## src/rtl/port_packet_reader_if.sv

```systemverilog
// Handshake bundle between a packet reader, its SRAM read port, the output port and the free list.
// The master modport is the reader's view; slave is the surrounding system's view.
interface port_packet_reader_if;
    logic        req_vld;
    logic [15:0] req_head_addr;
    logic        req_ready;
    logic        rd_page_vld;
    logic [4:0]  rd_sram_sel;
    logic [10:0] rd_page;
    logic        rd_xfer_data_vld;
    logic [15:0] rd_xfer_data;
    logic [15:0] rd_next_page;
    logic        out_data_vld;
    logic [15:0] out_data;
    logic        out_end_of_packet;
    logic        out_ready;
    logic        page_release_vld;
    logic [15:0] page_release_addr;
    logic        busy;

    modport master (
        input  req_vld, req_head_addr, rd_xfer_data_vld, rd_xfer_data, rd_next_page, out_ready,
        output req_ready, rd_page_vld, rd_sram_sel, rd_page, out_data_vld, out_data,
        output out_end_of_packet, page_release_vld, page_release_addr, busy
    );

    modport slave (
        output req_vld, req_head_addr, rd_xfer_data_vld, rd_xfer_data, rd_next_page, out_ready,
        input  req_ready, rd_page_vld, rd_sram_sel, rd_page, out_data_vld, out_data,
        input  out_end_of_packet, page_release_vld, page_release_addr, busy
    );
endinterface

```

## src/rtl/port_packet_reader.sv

```systemverilog
// Walks a packet's page chain through the SRAM read port, trims it to the header length,
// streams the words through a 16-entry FIFO and releases each page once fully read.
module port_packet_reader (
    input logic                  clk,
    input logic                  rst,
    port_packet_reader_if.master bus
);
    typedef enum logic [1:0] {StIdle, StIssue, StRecv} state_e;

    state_e      state_q, state_d;
    logic [15:0] cur_addr_q, cur_addr_d;
    logic [15:0] next_addr_q, next_addr_d;
    logic        first_page_q, first_page_d;
    logic [2:0]  beat_q, beat_d;
    logic [8:0]  remaining_q, remaining_d;
    logic        rel_vld_q, rel_vld_d;
    logic [15:0] rel_addr_q, rel_addr_d;

    logic [16:0] fifo_mem [16];
    logic [3:0]  wr_ptr_q, rd_ptr_q;
    logic [4:0]  count_q;
    logic        push, pop;
    logic [16:0] push_word;
    logic [8:0]  hdr_len, rem_cur;

    assign bus.req_ready   = (state_q == StIdle);
    // Issue only when a whole page fits, so the FIFO can never overflow.
    assign bus.rd_page_vld = (state_q == StIssue) && (count_q <= 5'd8);
    assign bus.rd_sram_sel = cur_addr_q[15:11];
    assign bus.rd_page     = cur_addr_q[10:0];

    assign pop                   = (count_q != 5'd0) && bus.out_ready;
    assign bus.out_data_vld      = (count_q != 5'd0);
    assign bus.out_data          = fifo_mem[rd_ptr_q][15:0];
    assign bus.out_end_of_packet = (count_q != 5'd0) && fifo_mem[rd_ptr_q][16];
    assign bus.page_release_vld  = rel_vld_q;
    assign bus.page_release_addr = rel_addr_q;
    assign bus.busy              = (state_q != StIdle) || (count_q != 5'd0);

    assign hdr_len = bus.rd_xfer_data[15:7];

    always_comb begin
        state_d      = state_q;
        cur_addr_d   = cur_addr_q;
        next_addr_d  = next_addr_q;
        first_page_d = first_page_q;
        beat_d       = beat_q;
        remaining_d  = remaining_q;
        rel_vld_d    = 1'b0;
        rel_addr_d   = rel_addr_q;
        push         = 1'b0;
        push_word    = {1'b0, bus.rd_xfer_data};
        rem_cur      = remaining_q;

        unique case (state_q)
            StIdle: begin
                if (bus.req_vld) begin
                    cur_addr_d   = bus.req_head_addr;
                    first_page_d = 1'b1;
                    state_d      = StIssue;
                end
            end
            StIssue: begin
                if (bus.rd_page_vld) begin
                    beat_d  = 3'd0;
                    state_d = StRecv;
                end
            end
            StRecv: begin
                if (bus.rd_xfer_data_vld) begin
                    beat_d = beat_q + 3'd1;
                    if (beat_q == 3'd0) begin
                        next_addr_d = bus.rd_next_page;
                        // Header word carries the total word count; zero means a lone header.
                        if (first_page_q) begin
                            rem_cur = (hdr_len == 9'd0) ? 9'd1 : hdr_len;
                        end
                    end
                    if (rem_cur != 9'd0) begin
                        push        = 1'b1;
                        push_word   = {rem_cur == 9'd1, bus.rd_xfer_data};
                        remaining_d = rem_cur - 9'd1;
                    end else begin
                        remaining_d = rem_cur;
                    end
                    if (beat_q == 3'd7) begin
                        rel_vld_d    = 1'b1;
                        rel_addr_d   = cur_addr_q;
                        first_page_d = 1'b0;
                        if (remaining_d == 9'd0) begin
                            state_d = StIdle;
                        end else begin
                            cur_addr_d = next_addr_q;
                            state_d    = StIssue;
                        end
                    end
                end
            end
            default: state_d = StIdle;
        endcase
    end

    always_ff @(posedge clk) begin
        if (rst) begin
            state_q      <= StIdle;
            cur_addr_q   <= 16'd0;
            next_addr_q  <= 16'd0;
            first_page_q <= 1'b0;
            beat_q       <= 3'd0;
            remaining_q  <= 9'd0;
            rel_vld_q    <= 1'b0;
            rel_addr_q   <= 16'd0;
            wr_ptr_q     <= 4'd0;
            rd_ptr_q     <= 4'd0;
            count_q      <= 5'd0;
        end else begin
            state_q      <= state_d;
            cur_addr_q   <= cur_addr_d;
            next_addr_q  <= next_addr_d;
            first_page_q <= first_page_d;
            beat_q       <= beat_d;
            remaining_q  <= remaining_d;
            rel_vld_q    <= rel_vld_d;
            rel_addr_q   <= rel_addr_d;
            if (push) wr_ptr_q <= wr_ptr_q + 4'd1;
            if (pop)  rd_ptr_q <= rd_ptr_q + 4'd1;
            count_q <= count_q + {4'd0, push} - {4'd0, pop};
        end
    end

    always_ff @(posedge clk) begin
        if (push && !rst) fifo_mem[wr_ptr_q] <= push_word;
    end
endmodule

```

## src/flat_wrapper.sv

```systemverilog
// flat-port wrapper written by rule: the top's interface ports become plain ports
module port_packet_reader_flat 
  (clk, rst, bus_req_vld, bus_req_head_addr, bus_rd_xfer_data_vld, bus_rd_xfer_data, bus_rd_next_page, bus_out_ready, bus_req_ready, bus_rd_page_vld, bus_rd_sram_sel, bus_rd_page, bus_out_data_vld, bus_out_data, bus_out_end_of_packet, bus_page_release_vld, bus_page_release_addr, bus_busy);
  port_packet_reader_if bus_i ();
  input logic clk;
  input logic rst;
  input wire logic [$bits(bus_i.req_vld)-1:0] bus_req_vld;
  input wire logic [$bits(bus_i.req_head_addr)-1:0] bus_req_head_addr;
  input wire logic [$bits(bus_i.rd_xfer_data_vld)-1:0] bus_rd_xfer_data_vld;
  input wire logic [$bits(bus_i.rd_xfer_data)-1:0] bus_rd_xfer_data;
  input wire logic [$bits(bus_i.rd_next_page)-1:0] bus_rd_next_page;
  input wire logic [$bits(bus_i.out_ready)-1:0] bus_out_ready;
  output wire logic [$bits(bus_i.req_ready)-1:0] bus_req_ready;
  output wire logic [$bits(bus_i.rd_page_vld)-1:0] bus_rd_page_vld;
  output wire logic [$bits(bus_i.rd_sram_sel)-1:0] bus_rd_sram_sel;
  output wire logic [$bits(bus_i.rd_page)-1:0] bus_rd_page;
  output wire logic [$bits(bus_i.out_data_vld)-1:0] bus_out_data_vld;
  output wire logic [$bits(bus_i.out_data)-1:0] bus_out_data;
  output wire logic [$bits(bus_i.out_end_of_packet)-1:0] bus_out_end_of_packet;
  output wire logic [$bits(bus_i.page_release_vld)-1:0] bus_page_release_vld;
  output wire logic [$bits(bus_i.page_release_addr)-1:0] bus_page_release_addr;
  output wire logic [$bits(bus_i.busy)-1:0] bus_busy;
  assign bus_i.req_vld = bus_req_vld;
  assign bus_i.req_head_addr = bus_req_head_addr;
  assign bus_i.rd_xfer_data_vld = bus_rd_xfer_data_vld;
  assign bus_i.rd_xfer_data = bus_rd_xfer_data;
  assign bus_i.rd_next_page = bus_rd_next_page;
  assign bus_i.out_ready = bus_out_ready;
  assign bus_req_ready = bus_i.req_ready;
  assign bus_rd_page_vld = bus_i.rd_page_vld;
  assign bus_rd_sram_sel = bus_i.rd_sram_sel;
  assign bus_rd_page = bus_i.rd_page;
  assign bus_out_data_vld = bus_i.out_data_vld;
  assign bus_out_data = bus_i.out_data;
  assign bus_out_end_of_packet = bus_i.out_end_of_packet;
  assign bus_page_release_vld = bus_i.page_release_vld;
  assign bus_page_release_addr = bus_i.page_release_addr;
  assign bus_busy = bus_i.busy;
  port_packet_reader u_core (.clk(clk), .rst(rst), .bus(bus_i));
endmodule
```

## config.mk

```make
export PLATFORM = sky130hd
export DESIGN_NAME = port_packet_reader_flat
export DESIGN_NICKNAME = d
export VERILOG_FILES = /design/src/rtl/port_packet_reader_if.sv /design/src/rtl/port_packet_reader.sv /design/src/flat_wrapper.sv
export SDC_FILE = /design/constraint.sdc
export NUM_CORES = 1
export LEC_CHECK = 0
export ABC_CLOCK_PERIOD_IN_PS = 7070
export CAP_MARGIN = 20
export CORE_MARGIN = 4
export CORE_UTILIZATION = 63
export DETAILED_ROUTE_END_ITERATION = 16
export GPL_TIMING_DRIVEN = 1
export PLACE_DENSITY = 0.85
export SLEW_MARGIN = 20
export SYNTH_ARGS = -nofsm -noshare
export SYNTH_HDL_FRONTEND = slang
export SYNTH_SLANG_ARGS = --single-unit
```

## constraint.sdc

```tcl
create_clock -name clk -period 7.07 [get_ports clk]
set_input_delay 1.414 -clock clk [delete_from_list [all_inputs] [get_ports clk]]
set_output_delay 1.414 -clock clk [all_outputs]
set_load 0.02 [all_outputs]
```

run_1/m2.png
Drawn at 1.5 px/um.
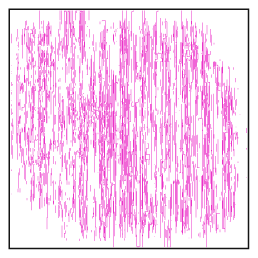
share of all routed wire = 50%
main direction = vertical
total vias in the final route: 8309
wire length reported by the detailed router: 32.9 mm
met2 global-route usage: 0.450

run_1/floorplan.png
Drawn at 2 px/um. Pins as bars on the die edge. Tap cells in grey.
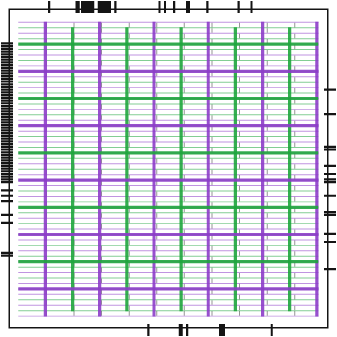
green -> VDD
purple -> VSS
rows = 54
met5 straps = 10
signal pins = 107
met1 rails = 55

==> results.md, run 1 <==
| Step | Metric | Reported |
|---|---|---|
| final timing | Shortest period the worst path allows | 5.47 ns |
| floorplanning | Die Ht | 158 um |
| synth | Net count entering floorplan | 956 |
| power and ir drop | Logic pwr share | 0.210 |
| layout | Commonest cells after routing, fill and taps aside | sky130_fd_sc_hd__edfxtp_1, sky130_fd_sc_hd__nand2_1, sky130_fd_sc_hd__clkdlybuf4s50_1 |
| power and ir drop | Worst IR Drop VDD | 0.000294 V |
| power and ir drop | Ratio of total power to cell area | 328 nW/um^2 |
| placed design | Half-perimeter wire length of the detailed placement result | 19.4 mm |
| synth | Leading area contributor after synthesis | sky130_fd_sc_hd__edfxtp_1 |
| clock network | Clock Root Buffer | sky130_fd_sc_hd__clkbuf_16 |
| layout | Non-clk invs | 16 |
| final timing | Final hold violation count | 0 |
| grt | Wire length of the first global-routing pass | 50.5 mm |
| layout | Register cell area after layout | 9800 sq um |
| final timing | Final count of pins violating max slew | 0 |
| clock network | CTS tree | yes |
| grt | Pin count of the biggest net entering global routing | 61 |
| setup path | CP Data Arrival Time | 5.59 ns |
| detailed routing | Antenna viol nets, final | 0 |
| worst hold path | Type of the tightest min-delay check | flip-flop to flip-flop |
| final timing | Final setup margin | 1.60 ns |
| final timing | Measured slew at the worst slew-check pin | 1.06 ns |
| clock network | CTS resizes | 0 |
| synth | Ys flops | 353 |
| final timing | Unrepaired setup endpoints after global routing | false |
| outcome | Outcome | finished, final reports clean |
| synth | Synth logic family | multiplexers |
| detailed routing | Met3 wirelength from detailed routing | 2.82 mm |
| synth | Synth top area share | 0.572 |
| final timing | Post-route clock period utilization | 0.774 |
| detailed routing | DR WL met2 | 16.4 mm |
| layout | Fraction of final layout cells with drive strength greater than 1 | 0.207 |
| layout | Register with the highest flop count | u_core.fifo_mem |
| power and ir drop | Largest Pwr Group | registers |
| placed design | Port-buffer cells | 106 |
| grt | Remaining Overflow, GRT | 0 |
| setup path | Count of cells along the worst register-to-register path | 16 |
| final timing | Maximum frequency from static timing analysis | 183 MHz |
| worst hold path | Hold path depth | 2 |
| layout | Final instance area | 17000 sq um |
| placed design | Global placement routability congestion | 0.889 |
| synth | Share of cell area taken by muxes after synthesis | 0.145 |
| placed design | Placed cell areas | 15700 sq um |
| layout | Antenna cell count | 0 |
| synth | Share of synthesized area occupied by flip-flops and latches | 0.686 |
| synth | Post-synth area hogs | sky130_fd_sc_hd__edfxtp_1, sky130_fd_sc_hd__mux4_2, sky130_fd_sc_hd__dfxtp_1 |
| detailed routing | Highest metal layer with signal wires | met4 |
| power and ir drop | Overall power after layout | 5570 uW |
| power and ir drop | Part of the total power dissipated in the clock network | 0.361 |
| layout | Multi-input combinational area share | 0.248 |
| grt | Vias in the first global route | 8512 |
| layout | Layout clock area frac | 0.0740 |
| setup path | Worst reg2reg path startpoint | u_core.beat_q[0] |
| setup path | Worst Setup End Kind | flip-flop |
| grt | GR Layer Usage met3 | 0.0633 |
| layout | Bufs w/o clock | 136 |
| detailed routing | Starting DRC count in detailed routing | 737 |
| synth | Basic Gates by Area | 0.0792 |
| detailed routing | Wire length per cell after detailed routing | 25.0 um |
| setup path | Endpoint of the most critical setup path | u_core.fifo_mem[8][12] |
| detailed routing | Detailed-router iteration count before antenna repair | 6 |
| layout | Net count, final | 1081 |
| synth | AND-OR/OR-AND share of the synthesized area | 0.0433 |
| power and ir drop | Switching power | 1440 uW |
| placed design | Place WS | 1.20 ns |
| synth | Synth Cell Area | 14300 sq um |
| layout | Number of multi-input logic gates | 466 |
| synth | Area share of xor/xnor cells in the synthesized design | 0.00737 |
| power and ir drop | Cell-internal power | 4130 uW |
| worst hold path | Hold path startpoint | u_core.bus.page_release_addr[4] |
| layout | Area Overhead vs Synth | 18.9% |
| floorplanning | Num rows | 54 |
| grt | Initial antenna violation count | 0 |
| detailed routing | Mean number of vias per cell | 6.31 |
| setup path | Highest fanout seen on the critical path | 21 |
| setup path | Nature of the critical path startpoint | primary input |
| floorplanning | Die outline width | 158 um |
| layout | Clock buffer count in the final layout | 46 |
| setup path | Critical setup path kind | primary input to flip-flop |
| power and ir drop | Power Sequential | 2390 uW |
| layout | Largest register FFs | 272 |
| synth | Mean post-synth cell area | 16.1 sq um |
| setup path | Worst setup startpoint | bus_rd_xfer_data[11] |
| setup path | R2r setup slk | 2.44 ns |
| synth | Dominant register cell in the synthesized netlist | sky130_fd_sc_hd__edfxtp_1 |
| synth | Top cells by count | sky130_fd_sc_hd__edfxtp_1, sky130_fd_sc_hd__nand2_1, sky130_fd_sc_hd__mux4_2 |
| layout | Core utilization of the finished layout | 0.770 |
| grt | Busiest layer in global routing | met2 |
| floorplanning | Initial Util | 0.648 |
| final timing | Final-layout setup total negative slack | 0 ns |
| final timing | Relative slew margins | 0.292 |
| floorplanning | Chip footprint | 25100 sq um |
| grt | Met1 usage in global routing | 0.363 |
| worst hold path | Hold-critical path endpoint | u_core.bus.page_release_addr[4] |
| floorplanning | Total core area | 22000 sq um |
| synth | Async S/R FF share, synth | 0 |
| layout | Flip-flops | 353 |
| layout | Commonest Layout Cell | sky130_fd_sc_hd__edfxtp_1 |
| grt | Overall fraction of global-route tracks in use | 0.271 |
| synth | Most numerous cell in the Yosys netlist | sky130_fd_sc_hd__edfxtp_1 |
| layout | Non-Clock Buffer Area Fraction | 0.0762 |
| layout | Number of non-filler instances in the completed layout | 1317 |
| synth | Distinct lib cells | 57 |
| layout | Largest class | sequential cells |
| synth | Fraction of the mapped netlist area in adder cells | 0.0172 |
| synth | Number of enable flip-flop cells | 272 |
| flow run | Number of warnings in the stage logs | 33 |
| layout | Filler cell count in the final layout | 1233 |
| detailed routing | Count of unresolved DRC violations after routing | 0 |
| placed design | Placed Cells | 1250 |
| synth | Chip area in the Yosys report | 14300 sq um |
| flow run | Number of maximum-capacitance violations | 0 |
| final timing | Worst slack on hold paths | 0.453 ns |
| clock network | Cts-stage hold buffer count | 0 |
| clock network | Clock-pin slew of the registers on the worst-case setup and hold paths | 0.05 ns |
| power and ir drop | Switching share of power | 0.258 |
| synth | Number of cells in Yosys stat | 884 |
| layout | Sequential share of cell area | 0.577 |
| detailed routing | Post-route met1 wirelength | 12.8 mm |
| power and ir drop | P_leak | 0.00552 uW |
| clock network | Number of buffers inserted by post-CTS setup repair | 0 |
| final timing | Finish-stage setup viols | 0 |
| layout | Comb gate area | 4210 sq um |
| floorplanning | Tap cell instance count | 280 |
| power and ir drop | Power share of the sequential group | 0.428 |
| floorplanning | Number of top-level pins | 107 |
| clock network | Clock Tree Buf Depth | 3 |
| synth | Cells after Synth | 884 |
| synth | Count of yosys warnings during synthesis | 0 |
| clock network | H-Tree Depth | 2 |
| setup path | Required time at the endpoint of the critical path | 7.19 ns |
| setup path | Worst reg2reg endpoint | u_core.count_q[4] |
| power and ir drop | Comb pwr | 1170 uW |
run_1/clock_nets.png
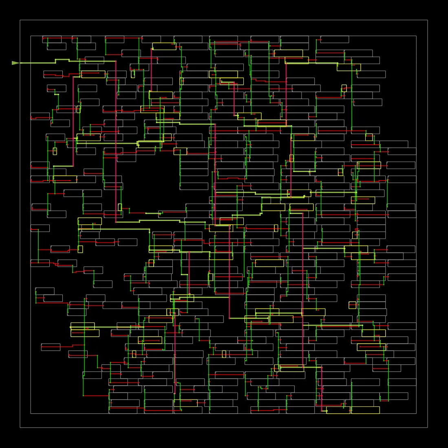
clock group power: 2010 uW
number of clock buffers inserted by TritonCTS: 36
number of clock sinks: 353
largest clock skew in the final design: 0.0267 ns
clock latency of the later-clocked register in the worst-skew pair: 0.52 ns

run_1/layers.png
Drawn at 2 px/um.
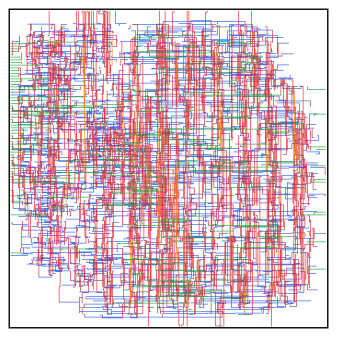
blue -> M1  # wire length 12800 um
red -> M2  # wire length 16400 um
orange -> M4  # wire length 974 um
green -> M3  # wire length 2820 um

run 1: worst max-delay path, cell delays in order:
cell and delay (ns):
sky130_fd_sc_hd__clkdlybuf4s50_1 0.42, sky130_fd_sc_hd__buf_4 0.23, sky130_fd_sc_hd__nor4_2 0.40, sky130_fd_sc_hd__a311o_1 0.23
sky130_fd_sc_hd__o21ai_1 0.16, sky130_fd_sc_hd__ha_1 0.29, sky130_fd_sc_hd__nor3b_1 0.16, sky130_fd_sc_hd__nand3_1 0.18
sky130_fd_sc_hd__a2bb2oi_2 0.15, sky130_fd_sc_hd__nor2_1 0.65, sky130_fd_sc_hd__nand3b_1 0.38, sky130_fd_sc_hd__nor2_2 0.90
run_1/m3.png
Drawn at 1.5 px/um. Cells faint in the background.
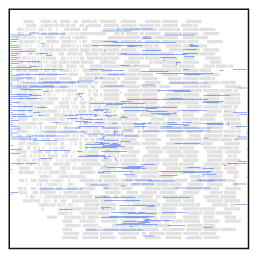

==> inputs of run 2 (changes only) <==
--- a/config.mk
+++ b/config.mk
@@ -5,13 +5,13 @@
 export SDC_FILE = /design/constraint.sdc
 export NUM_CORES = 1
 export LEC_CHECK = 0
-export ABC_CLOCK_PERIOD_IN_PS = 7070
+export ABC_CLOCK_PERIOD_IN_PS = 4800
 export CAP_MARGIN = 20
 export CORE_MARGIN = 4
-export CORE_UTILIZATION = 63
+export CORE_UTILIZATION = 53
 export DETAILED_ROUTE_END_ITERATION = 16
 export GPL_TIMING_DRIVEN = 1
-export PLACE_DENSITY = 0.85
+export PLACE_DENSITY = 0.76
 export SLEW_MARGIN = 20
 export SYNTH_ARGS = -nofsm -noshare
 export SYNTH_HDL_FRONTEND = slang
==> constraint.sdc (replaced) <==
create_clock -name clk -period 4.8 [get_ports clk]
set_input_delay 0.96 -clock clk [delete_from_list [all_inputs] [get_ports clk]]
set_output_delay 0.96 -clock clk [all_outputs]
set_load 0.02 [all_outputs]
run_2/m3.png
Drawn at 1.5 px/um. Cells faint in the background.
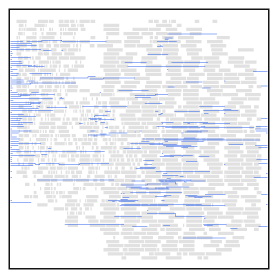
longest straight run = 63.9 um
wire length on this layer = 2550 um
main direction = horizontal
wire length reported by the detailed router: 31.8 mm
GR Layer Usage met3: 0.0599
total vias in the final route: 8206

run_2/floorplan.png
Drawn at 2 px/um. Pins as bars on the die edge. Tap cells in grey.
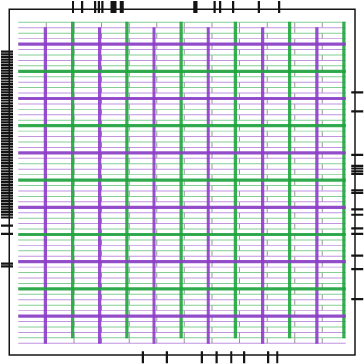
purple -> VSS
green -> VDD
met5 straps = 11
met1 rails = 60
tap cells = 335
rows = 59
met4 straps = 12

==> results.md, run 2 <==
| Step | Metric | Reported | vs previous |
|---|---|---|---|
| outcome | Outcome | finished, final reports clean |  |
| final timing | Finish-stage setup viols | 0 | unchanged |
| power and ir drop | Ratio of total power to cell area | 471 nW/um^2 | +43% |
| synth | Top cells by count | sky130_fd_sc_hd__edfxtp_1, sky130_fd_sc_hd__nand2_1, sky130_fd_sc_hd__mux4_2 |  |
| final timing | Shortest period the worst path allows | 4.13 ns |  |
| floorplanning | Number of top-level pins | 107 | unchanged |
| worst hold path | Hold-critical path endpoint | u_core.bus.page_release_addr[10] |  |
| layout | Non-Clock Buffer Area Fraction | 0.0866 | +0.0103 |
| power and ir drop | P_leak | 0.00561 uW | +1.7% |
| synth | Area share of xor/xnor cells in the synthesized design | 0.00737 | unchanged |
| clock network | CTS tree | yes |  |
| flow run | Number of warnings in the stage logs | 33 | unchanged |
| floorplanning | Total core area | 26300 sq um | +19% |
| setup path | Required time at the endpoint of the critical path | 5.26 ns | -1.93 ns |
| synth | Share of cell area taken by muxes after synthesis | 0.145 | unchanged |
| setup path | Endpoint of the most critical setup path | u_core.cur_addr_q[15] |  |
| detailed routing | Detailed-router iteration count before antenna repair | 4 | -2 |
| worst hold path | Hold path startpoint | u_core.bus.page_release_addr[10] |  |
| synth | Net count entering floorplan | 956 | unchanged |
| detailed routing | Antenna viol nets, final | 0 | unchanged |
| worst hold path | Type of the tightest min-delay check | flip-flop to flip-flop |  |
| synth | Chip area in the Yosys report | 14300 sq um | unchanged |
| layout | Bufs w/o clock | 152 | +12% |
| synth | Dominant register cell in the synthesized netlist | sky130_fd_sc_hd__edfxtp_1 |  |
| synth | Async S/R FF share, synth | 0 | unchanged |
| grt | Remaining Overflow, GRT | 0 | unchanged |
| detailed routing | Highest metal layer with signal wires | met5 |  |
| synth | Basic Gates by Area | 0.0792 | unchanged |
| placed design | Port-buffer cells | 106 | unchanged |
| synth | Synth logic family | multiplexers |  |
| grt | Met2 global-route usage | 0.360 | -0.0903 |
| layout | Non-clk invs | 16 | unchanged |
| synth | Number of enable flip-flop cells | 272 | unchanged |
| clock network | CTS resizes | 0 | unchanged |
| layout | Sequential share of cell area | 0.569 | -0.00792 |
| synth | Number of cells in Yosys stat | 884 | unchanged |
| grt | Pin count of the biggest net entering global routing | 69 | +13% |
| layout | Commonest Layout Cell | sky130_fd_sc_hd__edfxtp_1 |  |
| setup path | Highest fanout seen on the critical path | 16 | -24% |
| placed design | Place WS | 0.145 ns | -1.05 ns |
| final timing | Final hold violation count | 0 | unchanged |
| final timing | Maximum frequency from static timing analysis | 242 MHz |  |
| synth | Synth Cell Area | 14300 sq um | unchanged |
| detailed routing | Met3 wirelength from detailed routing | 2.55 mm | -9.5% |
| layout | Area Overhead vs Synth | 20.6% |  |
| setup path | Total number of cells along the worst setup path | 13 | +1 |
| synth | AND-OR/OR-AND share of the synthesized area | 0.0433 | unchanged |
| setup path | WP buf/inv | 2 | unchanged |
| synth | Leading area contributor after synthesis | sky130_fd_sc_hd__edfxtp_1 |  |
| synth | Cells after Synth | 884 | unchanged |
| layout | Multi-input combinational area share | 0.245 | -0.00287 |
| floorplanning | Die Ht | 172 um | +8.6% |
| synth | Synth top area share | 0.572 | unchanged |
| setup path | Worst Setup End Kind | flip-flop |  |
| layout | Commonest cells after routing, fill and taps aside | sky130_fd_sc_hd__edfxtp_1, sky130_fd_sc_hd__nand2_1, sky130_fd_sc_hd__clkdlybuf4s50_1 |  |
| setup path | Worst setup startpoint | bus_rd_xfer_data[14] |  |
| flow run | Number of maximum-capacitance violations | 0 | unchanged |
| floorplanning | Tap cell instance count | 335 | +20% |
| detailed routing | Starting DRC count in detailed routing | 693 | -6.0% |
| setup path | Worst reg2reg endpoint | u_core.cur_addr_q[15] |  |
| final timing | Relative slew margins | 0.324 | +0.0326 |
| setup path | Critical setup path kind | primary input to flip-flop |  |
| synth | Mean post-synth cell area | 16.1 sq um | unchanged |
| layout | Flip-flops | 353 | unchanged |
| floorplanning | Die outline width | 172 um | +8.6% |
| clock network | Number of clock buffers inserted by TritonCTS | 37 | +2.8% |
| layout | Register cell area after layout | 9790 sq um | about the same |
| layout | Comb gate area | 4220 sq um | +0.21% |
| detailed routing | DR WL met2 | 15.6 mm | -4.7% |
| layout | Largest class | sequential cells |  |
| layout | Layout clock area frac | 0.0708 | -0.00319 |
| final timing | Largest clock skew in the final design | 0.0133 ns | -0.0133 ns |
| setup path | Nature of the critical path startpoint | primary input |  |
| final timing | Unrepaired setup endpoints after global routing | false |  |
| layout | Net count, final | 1098 | +1.6% |
| setup path | Worst reg2reg path startpoint | u_core.beat_q[0] |  |
| layout | Register with the highest flop count | u_core.fifo_mem |  |
| layout | Fraction of final layout cells with drive strength greater than 1 | 0.217 | +0.00940 |
| synth | Ys flops | 353 | unchanged |
| detailed routing | Count of unresolved DRC violations after routing | 0 | unchanged |
| detailed routing | Mean number of vias per cell | 5.92 | -6.2% |
| placed design | Global placement routability congestion | 0.849 | -4.5% |
| clock network | Clock Tree Buf Depth | 3 | unchanged |
| final timing | Final setup margin | 0.672 ns | -0.925 ns |
| final timing | Final count of pins violating max slew | 0 | unchanged |
| final timing | Measured slew at the worst slew-check pin | 1.01 ns | -0.0522 ns |
-- run 2: cell counts after synthesis --
No cell type changed its count.
-- run 2: stage by stage --
stage,utilization,cells,power (uW),cell area (sq um)
6_report,0.655,1387,8100,17200
5_1_grt,0.655,1387,8450,17200
4_1_cts,0.654,1387,8160,17200
3_5_place_dp,0.608,1322,5320,16000
3_3_place_gp,0.608,1322,5310,16000
2_1_floorplan,-,884,4760,14300
-- run 2: tightest hold or removal path: stages (launching register included) --
cell                      delay [ns]
sky130_fd_sc_hd__dfxtp_1        0.31
sky130_fd_sc_hd__nand2_1        0.05
sky130_fd_sc_hd__a21oi_1        0.05
-- run 2: report_power, final --
part           internal, uW  total [uW]  switching (uW)  leakage, uW
registers              3370        3470             102      0.00310
clock network          1710        2840            1130     0.000592
logic                   918        1780             866      0.00193
run_2/layers.png
Drawn at 2 px/um.
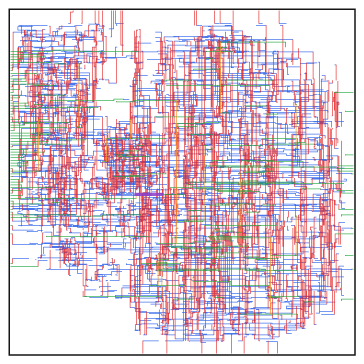

==> inputs of run 3 (changes only) <==
--- a/config.mk
+++ b/config.mk
@@ -7,6 +7,7 @@
 export LEC_CHECK = 0
 export ABC_CLOCK_PERIOD_IN_PS = 4800
 export CAP_MARGIN = 20
+export CORE_ASPECT_RATIO = 1.1
 export CORE_MARGIN = 4
 export CORE_UTILIZATION = 53
 export DETAILED_ROUTE_END_ITERATION = 16
run_3/layers.png
Drawn at 2 px/um.
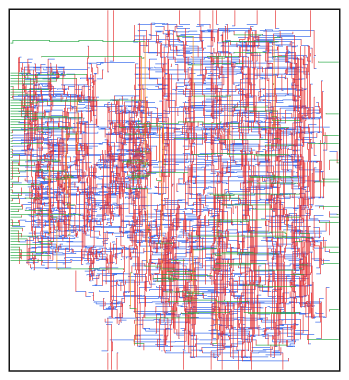
orange -> M4  # wire length 577 um
green -> M3  # wire length 2430 um
blue -> M1  # wire length 12700 um
red -> M2  # wire length 16000 um

run_3/floorplan.png
Drawn at 2 px/um. Pins as bars on the die edge. Tap cells in grey.
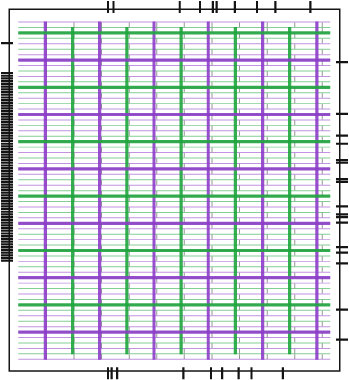
green -> VDD
purple -> VSS
met4 straps = 11
met1 rails = 63
tap cells = 352
signal pins = 107
total core area: 26300 sq um
Die Ht: 180 um
Worst IR Drop VDD: 0.000282 V
die outline width: 164 um

==> results.md, run 3 <==
| Step | Metric | Reported | vs previous |
|---|---|---|---|
| outcome | Outcome | finished, final reports clean |  |
| power and ir drop | Overall power after layout | 8050 uW | -0.51% |
| layout | Filler cell count in the final layout | 1770 |  |
| grt | Pin count of the biggest net entering global routing | 69 | unchanged |
| layout | Largest class | sequential cells |  |
| power and ir drop | Switching power | 2110 uW | +0.67% |
| layout | Fraction of final layout cells with drive strength greater than 1 | 0.212 | -0.00435 |
| layout | Area Overhead vs Synth | 20.5% | about the same |
| clock network | CTS tree | yes |  |
| placed design | Global placement routability congestion | 0.873 | +2.8% |
| setup path | Worst reg2reg endpoint | u_core.count_q[4] |  |
| layout | Antenna cell count | 0 |  |
| synth | Post-synth area hogs | sky130_fd_sc_hd__edfxtp_1, sky130_fd_sc_hd__mux4_2, sky130_fd_sc_hd__dfxtp_1 |  |
| power and ir drop | Ratio of total power to cell area | 469 nW/um^2 | -0.43% |
| detailed routing | Detailed-router iteration count before antenna repair | 7 | +3 |
| flow run | Number of warnings in the stage logs | 34 | +3.0% |
| synth | Cells after Synth | 884 | unchanged |
| final timing | Relative slew margins | 0.344 | +0.0194 |
| layout | Register with the highest flop count | u_core.fifo_mem |  |
| setup path | Count of cells along the worst register-to-register path | 16 |  |
| layout | Largest register FFs | 272 |  |
| clock network | CTS resizes | 0 | unchanged |
| synth | Synth Cell Area | 14300 sq um | unchanged |
| worst hold path | Hold-critical path endpoint | u_core.next_addr_q[3] |  |
| setup path | R2r setup slk | 0.99 ns |  |
| detailed routing | Count of unresolved DRC violations after routing | 0 | unchanged |
| placed design | Half-perimeter wire length of the detailed placement result | 20.1 mm |  |
| synth | Share of synthesized area occupied by flip-flops and latches | 0.686 |  |
| setup path | Worst Setup End Kind | output port |  |
| power and ir drop | P_leak | 0.00559 uW | -0.37% |
| grt | Vias in the first global route | 8341 |  |
| power and ir drop | Comb pwr | 1800 uW | about the same |
| setup path | Critical setup path kind | flip-flop to output port |  |
| detailed routing | Starting DRC count in detailed routing | 717 | +3.5% |
| layout | Commonest cells after routing, fill and taps aside | sky130_fd_sc_hd__edfxtp_1, sky130_fd_sc_hd__nand2_1, sky130_fd_sc_hd__clkdlybuf4s50_1 |  |
| detailed routing | Wire length per cell after detailed routing | 22.6 um |  |
| power and ir drop | Power share of the sequential group | 0.433 | +0.005 |
| setup path | Crit-path most repeated cell | sky130_fd_sc_hd__mux4_2 |  |
| setup path | Highest fanout seen on the critical path | 25 | +9 |
| floorplanning | Tap cell instance count | 352 | +5.1% |
| final timing | Final-layout setup total negative slack | 0 ns |  |
| final timing | Maximum frequency from static timing analysis | 238 MHz | -1.8% |
| clock network | Clock Tree Buf Depth | 3 | unchanged |
| setup path | Nature of the critical path startpoint | flip-flop |  |
| worst hold path | Hold path depth | 2 |  |
| clock network | Clock Root Buffer | sky130_fd_sc_hd__clkbuf_16 |  |
| layout | Bufs w/o clock | 152 | unchanged |
| final timing | Finish-stage setup viols | 0 | unchanged |
| floorplanning | Initial Util | 0.543 |  |
| final timing | Final setup margin | 0.598 ns | -0.0738 ns |
| setup path | Total number of cells along the worst setup path | 4 | -9 |
| clock network | Clock latency of the later-clocked register in the worst-skew pair | 0.52 ns |  |
| layout | Commonest Layout Cell | sky130_fd_sc_hd__edfxtp_1 |  |
| layout | Register cell area after layout | 9790 sq um | unchanged |
| power and ir drop | Cell-internal power | 5940 uW | -0.93% |
| detailed routing | Wire length reported by the detailed router | 31.7 mm | -0.30% |
| final timing | Largest clock skew in the final design | 0.0227 ns | +0.00938 ns |
| synth | Leading area contributor after synthesis | sky130_fd_sc_hd__edfxtp_1 |  |
| setup path | Endpoint of the most critical setup path | bus_out_data[14] |  |
| synth | Distinct lib cells | 57 |  |
| layout | Non-Clock Buffer Area Fraction | 0.0881 | +0.00152 |
| grt | Wire length of the first global-routing pass | 49.0 mm |  |
| synth | Chip area in the Yosys report | 14300 sq um | unchanged |
| layout | Layout clock area frac | 0.0678 | -0.00293 |
| setup path | Worst reg2reg path startpoint | u_core.beat_q[0] |  |
| final timing | Shortest period the worst path allows | 4.20 ns | +0.0738 ns |
| synth | Top cells by count | sky130_fd_sc_hd__edfxtp_1, sky130_fd_sc_hd__nand2_1, sky130_fd_sc_hd__mux4_2 |  |
| setup path | WP buf/inv | 2 | unchanged |
| setup path | Required time at the endpoint of the critical path | 3.84 ns | -1.42 ns |
| placed design | Port-buffer cells | 106 | unchanged |
| setup path | CP cell instances | buf_4, mux4_2, mux4_2, clkdlybuf4s50_1 |  |
| synth | Number of enable flip-flop cells | 272 | unchanged |
| worst hold path | Hold path startpoint | u_core.next_addr_q[3] |  |
| synth | Most numerous cell in the Yosys netlist | sky130_fd_sc_hd__edfxtp_1 |  |
| floorplanning | Chip footprint | 29600 sq um |  |
| power and ir drop | Clock group power | 2760 uW | -3% |
| final timing | Final count of pins violating max slew | 0 | unchanged |
| clock network | Clock-pin slew of the registers on the worst-case setup and hold paths | 0.06 ns |  |
| final timing | Final hold violation count | 0 | unchanged |
| floorplanning | Number of top-level pins | 107 | unchanged |
| detailed routing | Antenna viol nets, final | 0 | unchanged |
| synth | Ys flops | 353 | unchanged |
| synth | Mean post-synth cell area | 16.1 sq um | unchanged |
| grt | Overall fraction of global-route tracks in use | 0.216 |  |
| layout | Flip-flops | 353 | unchanged |
| power and ir drop | Part of the total power dissipated in the clock network | 0.343 | -0.008 |
| layout | Non-clk invs | 16 | unchanged |
| layout | Clock buffer count in the final layout | 47 |  |
| worst hold path | Type of the tightest min-delay check | flip-flop to flip-flop |  |
| layout | Number of multi-input logic gates | 466 |  |
| setup path | CP Data Arrival Time | 3.24 ns |  |
| final timing | Measured slew at the worst slew-check pin | 0.980 ns | -0.0290 ns |
| power and ir drop | Largest Pwr Group | registers |  |
| clock network | Number of buffers inserted by post-CTS setup repair | 0 |  |
| layout | Comb gate area | 4210 sq um | -0.21% |
| setup path | Peak per-stage delay on the critical path | 0.70 ns |  |
| power and ir drop | Switching share of power | 0.262 | +0.00308 |
| layout | Multi-input combinational area share | 0.245 | -0.000314 |
| synth | Number of cells in Yosys stat | 884 | unchanged |
| detailed routing | Mean number of vias per cell | 5.82 | -1.6% |
| power and ir drop | Logic pwr share | 0.224 | +0.004 |
| synth | Count of yosys warnings during synthesis | 0 |  |
| grt | Initial antenna violation count | 0 |  |
| layout | Sequential share of cell area | 0.570 | about the same |
| synth | Dominant register cell in the synthesized netlist | sky130_fd_sc_hd__edfxtp_1 |  |
| layout | Net count, final | 1097 | -0.091% |
| clock network | Number of clock sinks | 353 |  |
| final timing | Post-route clock period utilization | 0.875 |  |
| flow run | Number of maximum-capacitance violations | 0 | unchanged |
| setup path | Slowest cell on crit path | sky130_fd_sc_hd__dfxtp_4 |  |
| final timing | Unrepaired setup endpoints after global routing | false |  |
| detailed routing | Total vias in the final route | 8159 | -0.57% |
| grt | Remaining Overflow, GRT | 0 | unchanged |
| synth | Net count entering floorplan | 956 | unchanged |
| synth | Async S/R FF share, synth | 0 | unchanged |
| floorplanning | Num rows | 62 |  |
| synth | Synth top area share | 0.572 | unchanged |
| clock network | Cts-stage hold buffer count | 0 |  |
| setup path | Family of cells with the greatest summed delay on the critical path | multiplexers |  |
| clock network | Number of clock buffers inserted by TritonCTS | 36 | -2.7% |
| clock network | H-Tree Depth | 2 |  |
| power and ir drop | Power Sequential | 3490 uW | about the same |
| placed design | Place WS | 0.191 ns | +0.0461 ns |
-- run 3: metrics by stage --
stage               hold WS, ns  instances   util  area (sq um)
finish                    0.457       1402  0.654         17200
global route              0.469       1402  0.654         17200
CTS                       0.454       1402  0.654         17200
detailed placement        0.449       1339  0.609         16000
global placement          0.443       1339  0.609         16000
floorplan                 0.437        884      -         14300
-- run 3: routing by layer --
metal / share of wire / vias to the layer above / track usage
met2: 0.50 / 339 / 0.363
met4: 0.018 / 0 / 0.0479
li1: - / 3680 / -
met1: 0.40 / 4096 / 0.294
met3: 0.077 / 44 / 0.0464
met5: 0 / - / 0
-- run 3: kinds of logic after synthesis --
group | share of synthesized area
flops | 0.686
compound gates | 0.0433
buf+inv | 0.0218
simple gates | 0.0792
fa+ha+maj | 0.0172
mux | 0.145
xor+xnor | 0.00737
Power and IR drop assume default switching activity.
